`config.mk`:
```
export PLATFORM = sky130hd
export DESIGN_NAME = flux_fifo
export DESIGN_NICKNAME = d
export VERILOG_FILES = /design/src/rtl/fifo_pkg.sv /design/src/rtl/fifo_lane.sv /design/src/rtl/flux_fifo.sv
export SDC_FILE = /design/constraint.sdc
export NUM_CORES = 1
export LEC_CHECK = 0
export ABC_CLOCK_PERIOD_IN_PS = 2600
export CAP_MARGIN = 10
export CORE_MARGIN = 4
export CORE_UTILIZATION = 45
export CTS_CLUSTER_DIAMETER = 50
export CTS_CLUSTER_SIZE = 10
export DETAILED_ROUTE_END_ITERATION = 6
export HOLD_SLACK_MARGIN = 0.02
export PLACE_DENSITY = 0.65
export SYNTH_ARGS = -nofsm -noshare
export SYNTH_HDL_FRONTEND = slang
export SYNTH_SLANG_ARGS = --single-unit
```
`constraint.sdc`:
```
create_clock -name clk -period 2.6 [get_ports clk]
set_input_delay 0.52 -clock clk [delete_from_list [all_inputs] [get_ports clk]]
set_output_delay 0.52 -clock clk [all_outputs]
set_load 0.05 [all_outputs]
```
`src/rtl/fifo_pkg.sv`:
```
// Shared definitions for the flux FIFO and the actor wrappers that drive it.
// The tag width lives here so that every producer agrees on the din layout.
package fifo_pkg;

    function automatic int tag_w(input int flux);
        return (flux > 1) ? $clog2(flux) : 0;
    endfunction

endpackage

```
`src/rtl/fifo_lane.sv`:
```
// One circular queue: storage, read/write pointers, occupancy count and status decode.
// The lane refuses pushes when full and pops when empty, judged on the pre-edge count.
module fifo_lane
    import fifo_pkg::*;
#(
    parameter int DATA_WIDTH = 4,
    parameter int DEPTH      = 4
) (
    input  logic                  clk,
    input  logic                  rst,
    input  logic                  push,
    input  logic                  pop,
    input  logic [DATA_WIDTH-1:0] wdata,
    output logic [DATA_WIDTH-1:0] rdata,
    output logic                  full,
    output logic                  empty
);

    localparam int PTR_W = (DEPTH > 1) ? $clog2(DEPTH) : 1;
    localparam int CNT_W = $clog2(DEPTH + 1);

    logic [DATA_WIDTH-1:0] mem [DEPTH];
    logic [PTR_W-1:0]      rd_ptr;
    logic [PTR_W-1:0]      wr_ptr;
    logic [CNT_W-1:0]      count;
    logic                  push_ok;
    logic                  pop_ok;

    // Explicit wrap so DEPTH need not be a power of two.
    function automatic logic [PTR_W-1:0] next_ptr(input logic [PTR_W-1:0] p);
        return (p == PTR_W'(DEPTH - 1)) ? '0 : p + 1'b1;
    endfunction

    assign full    = (count == CNT_W'(DEPTH));
    assign empty   = (count == '0);
    assign push_ok = push & ~full;
    assign pop_ok  = pop & ~empty;
    assign rdata   = mem[rd_ptr];

    always_ff @(posedge clk or posedge rst) begin
        if (rst) begin
            rd_ptr <= '0;
            wr_ptr <= '0;
            count  <= '0;
        end else begin
            if (push_ok) wr_ptr <= next_ptr(wr_ptr);
            if (pop_ok)  rd_ptr <= next_ptr(rd_ptr);
            case ({push_ok, pop_ok})
                2'b10:   count <= count + 1'b1;
                2'b01:   count <= count - 1'b1;
                default: count <= count;
            endcase
        end
    end

    always_ff @(posedge clk) begin
        if (push_ok) mem[wr_ptr] <= wdata;
    end

endmodule

```
`src/rtl/flux_fifo.sv`:
```
// Multi-flux channel buffer: FLUX independent queues selected by the din tag, one shared
// registered read port with lowest-index-wins arbitration across the read strobes.
module flux_fifo
    import fifo_pkg::*;
#(
    parameter int DATA_WIDTH = 4,
    parameter int FLUX       = 1,
    parameter int DEPTH      = 4,
    localparam int TAG_W     = tag_w(FLUX),
    localparam int DW        = DATA_WIDTH + TAG_W
) (
    input  logic            clk,
    input  logic            rst,
    input  logic [DW-1:0]   din,
    input  logic            write,
    output logic [FLUX-1:0] full,
    output logic [DW-1:0]   dout,
    input  logic [FLUX-1:0] read,
    output logic [FLUX-1:0] empty
);

    logic [FLUX-1:0] push;
    logic [FLUX-1:0] pop;
    logic [DW-1:0]   word [FLUX];
    logic [DW-1:0]   sel_word;
    logic            sel_vld;
    logic            sel_empty;
    logic            pop_ok;

    generate
        if (FLUX == 1) begin : g_single
            assign push = write;
        end else begin : g_multi
            logic [TAG_W-1:0] tag;
            assign tag = din[DATA_WIDTH +: TAG_W];
            // Tags at or beyond FLUX match no lane, so such writes vanish.
            always_comb begin
                push = '0;
                for (int f = 0; f < FLUX; f++) begin
                    if (write && (tag == TAG_W'(f))) push[f] = 1'b1;
                end
            end
        end
    endgenerate

    for (genvar g = 0; g < FLUX; g++) begin : g_lane
        logic [DATA_WIDTH-1:0] rdata;

        fifo_lane #(
            .DATA_WIDTH(DATA_WIDTH),
            .DEPTH     (DEPTH)
        ) u_lane (
            .clk  (clk),
            .rst  (rst),
            .push (push[g]),
            .pop  (pop[g]),
            .wdata(din[DATA_WIDTH-1:0]),
            .rdata(rdata),
            .full (full[g]),
            .empty(empty[g])
        );

        if (FLUX == 1) begin : g_word
            assign word[g] = rdata;
        end else begin : g_word
            assign word[g] = {TAG_W'(g), rdata};
        end
    end

    // Scan high to low so the lowest requesting index is the one left standing.
    always_comb begin
        pop       = '0;
        sel_vld   = 1'b0;
        sel_empty = 1'b1;
        sel_word  = '0;
        for (int f = FLUX - 1; f >= 0; f--) begin
            if (read[f]) begin
                pop       = '0;
                pop[f]    = 1'b1;
                sel_vld   = 1'b1;
                sel_empty = empty[f];
                sel_word  = word[f];
            end
        end
    end

    assign pop_ok = sel_vld & ~sel_empty;

    always_ff @(posedge clk or posedge rst) begin
        if (rst) begin
            dout <= '0;
        end else if (pop_ok) begin
            dout <= sel_word;
        end
    end

endmodule

```
==> reports/results.txt <==
P_clk -> 0.177 mW
Synth async-reset ratio -> 40.7%
Fmax -> 415 MHz
GRT Util Overall -> 11.6%
worst reg2reg setup slack -> 610 ps
unrepaired setup endpoints after global routing -> false
P_int -> 0.974 mW
Commonest Layout Cell -> edfxtp_1
cell taking the most area after synthesis -> edfxtp_1
Crit-path slowest cell -> clkdlybuf4s50_1
Final GP Congestion -> 0.653
CP top delay family -> buffers and inverters
Reg2Reg Depth -> 6
antenna viol nets, final -> 0
Worst slew margin -> 65.6%
Clock power frac -> 11.2%
Hold Fails Final Rpt -> 0
Critical path destination -> full
clk buf depth -> 2
sequential power share -> 46.3%
Simple Share, Synth -> 5.68%
post-synth net total -> 86
wl on met1 -> 844 um
Placement Rows -> 18
Layout Area Growth over Synthesis -> 15.4%
DRT iter0 DRCs -> 10
Comb pwr share -> 42.5%
Synth cell types -> 19
Log Warnings -> 29
post-CTS setup repair buffer count -> 0
vias per cell -> 4.88
Reg area -> 756 sq um
grt met3 use -> 4.58%
chip width -> 59.4 um
synthesized area per cell -> 16.8 sq um
status -> finished clean
clock buffers -> 4
Top-area cell share -> 40.4%
FF-to-FF End -> g_lane[0].u_lane.count[1]$_DFFE_PP0P_
Flops after synth -> 27
adder-cell share of the synthesized area -> 7.99%
routed len/inst -> 14.3 um
Pwr top -> registers
Crit path arrival time -> 1890 ps
pin count of the biggest net entering global routing -> 15
Comb. pwr -> 0.669 mW
Mux area share -> 14.2%
CTS Hold Buffers Added -> 0
I/O pin count -> 14
crit path max fanout -> 5
initial antenna violation count -> 0
Antenna diodes -> 0
pre-CTS setup slack -> 254 ps
dominant cell by count in the synthesized netlist -> edfxtp_1
CTS buffer count -> 3
crit-path max cell delay -> 840 ps
Placed Area -> 1350 sq um
leak pwr -> 0.535 nW
Clock buf/inv share -> 1.91%
Post-synth top cells -> 16 x edfxtp_1, 11 x dfrtp_1, 8 x inv_1
Clock Pin Slew Worst Setup and Hold Paths -> 140 ps
Max Slew Vio Count -> 0
H-tree Lvls -> 1
yosys cell count -> 71
Synth Cell Area -> 1190 sq um
area fraction in xor and xnor cells -> 2.21%
grt met1 use -> 16.0%
CP Depth -> 2
Critical path buffers and inverters -> 1
register name with the most flops -> g_lane.u_lane.mem
main area contributors -> edfxtp_1 40%, dfrtp_1 23%, mux4_2 7.6%, mux2_2 6.6%, ha_1 6.3%
Worst-Skew Late Latency -> 320 ps
WL met2 -> 700 um
flip-flops -> 27
Maximum Capacitance Violations -> 0
layout cells sized above 1 -> 20.7%
Synth warnings -> 0
# fillers -> 213
crit path from -> g_lane[0].u_lane.count[0]$_DFFE_PP0P_
Fig. 1: placement by cell class
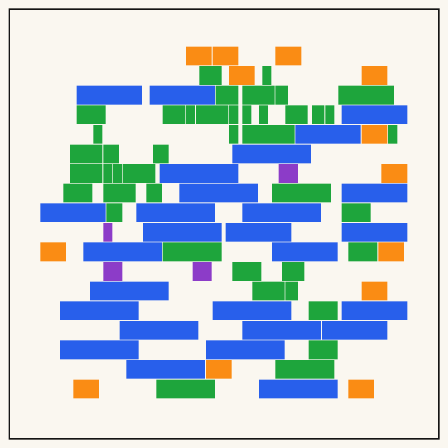
legend:
  combinational and other logic:
    color: green
    cells: 43
    share_of_their_area: 32%
  other buffers and delay cells:
    color: orange
    cells: 13
    share_of_their_area: 9.7%
  flops:
    color: blue
    cells: 27
    share_of_their_area: 57%
  clock drivers and dummy loads:
    color: purple
    cells: 4
    share_of_their_area: 2.0%
Core Region: 2500 sq um
sequential cell area share: 55.1%

Fig. 2: the metal 3 layer
The bar under the picture is 20 um long.
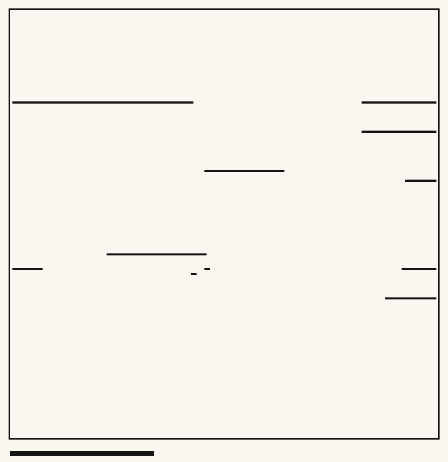
nets with wire on the layer: 8
main direction: horizontal
share of all routed wire: 5.3%
wire length on this layer: 89.0 um
longest straight run: 24.8 um

Fig. 3: cell area per tile
12 x 12 tiles, from white (low) to dark blue (high), 0 to 100% covered.
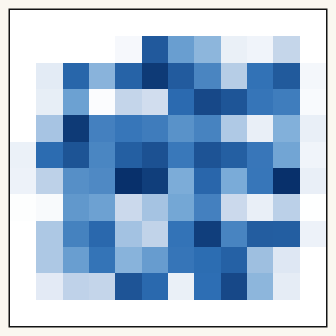
densest ninth of the die: center
emptiest ninth of the die: north-west
nearly empty tiles: 28%
fp_density: 47.6%
fin util: 54.9%

Power figures rest on the tool's default switching activity, not on a simulated workload.
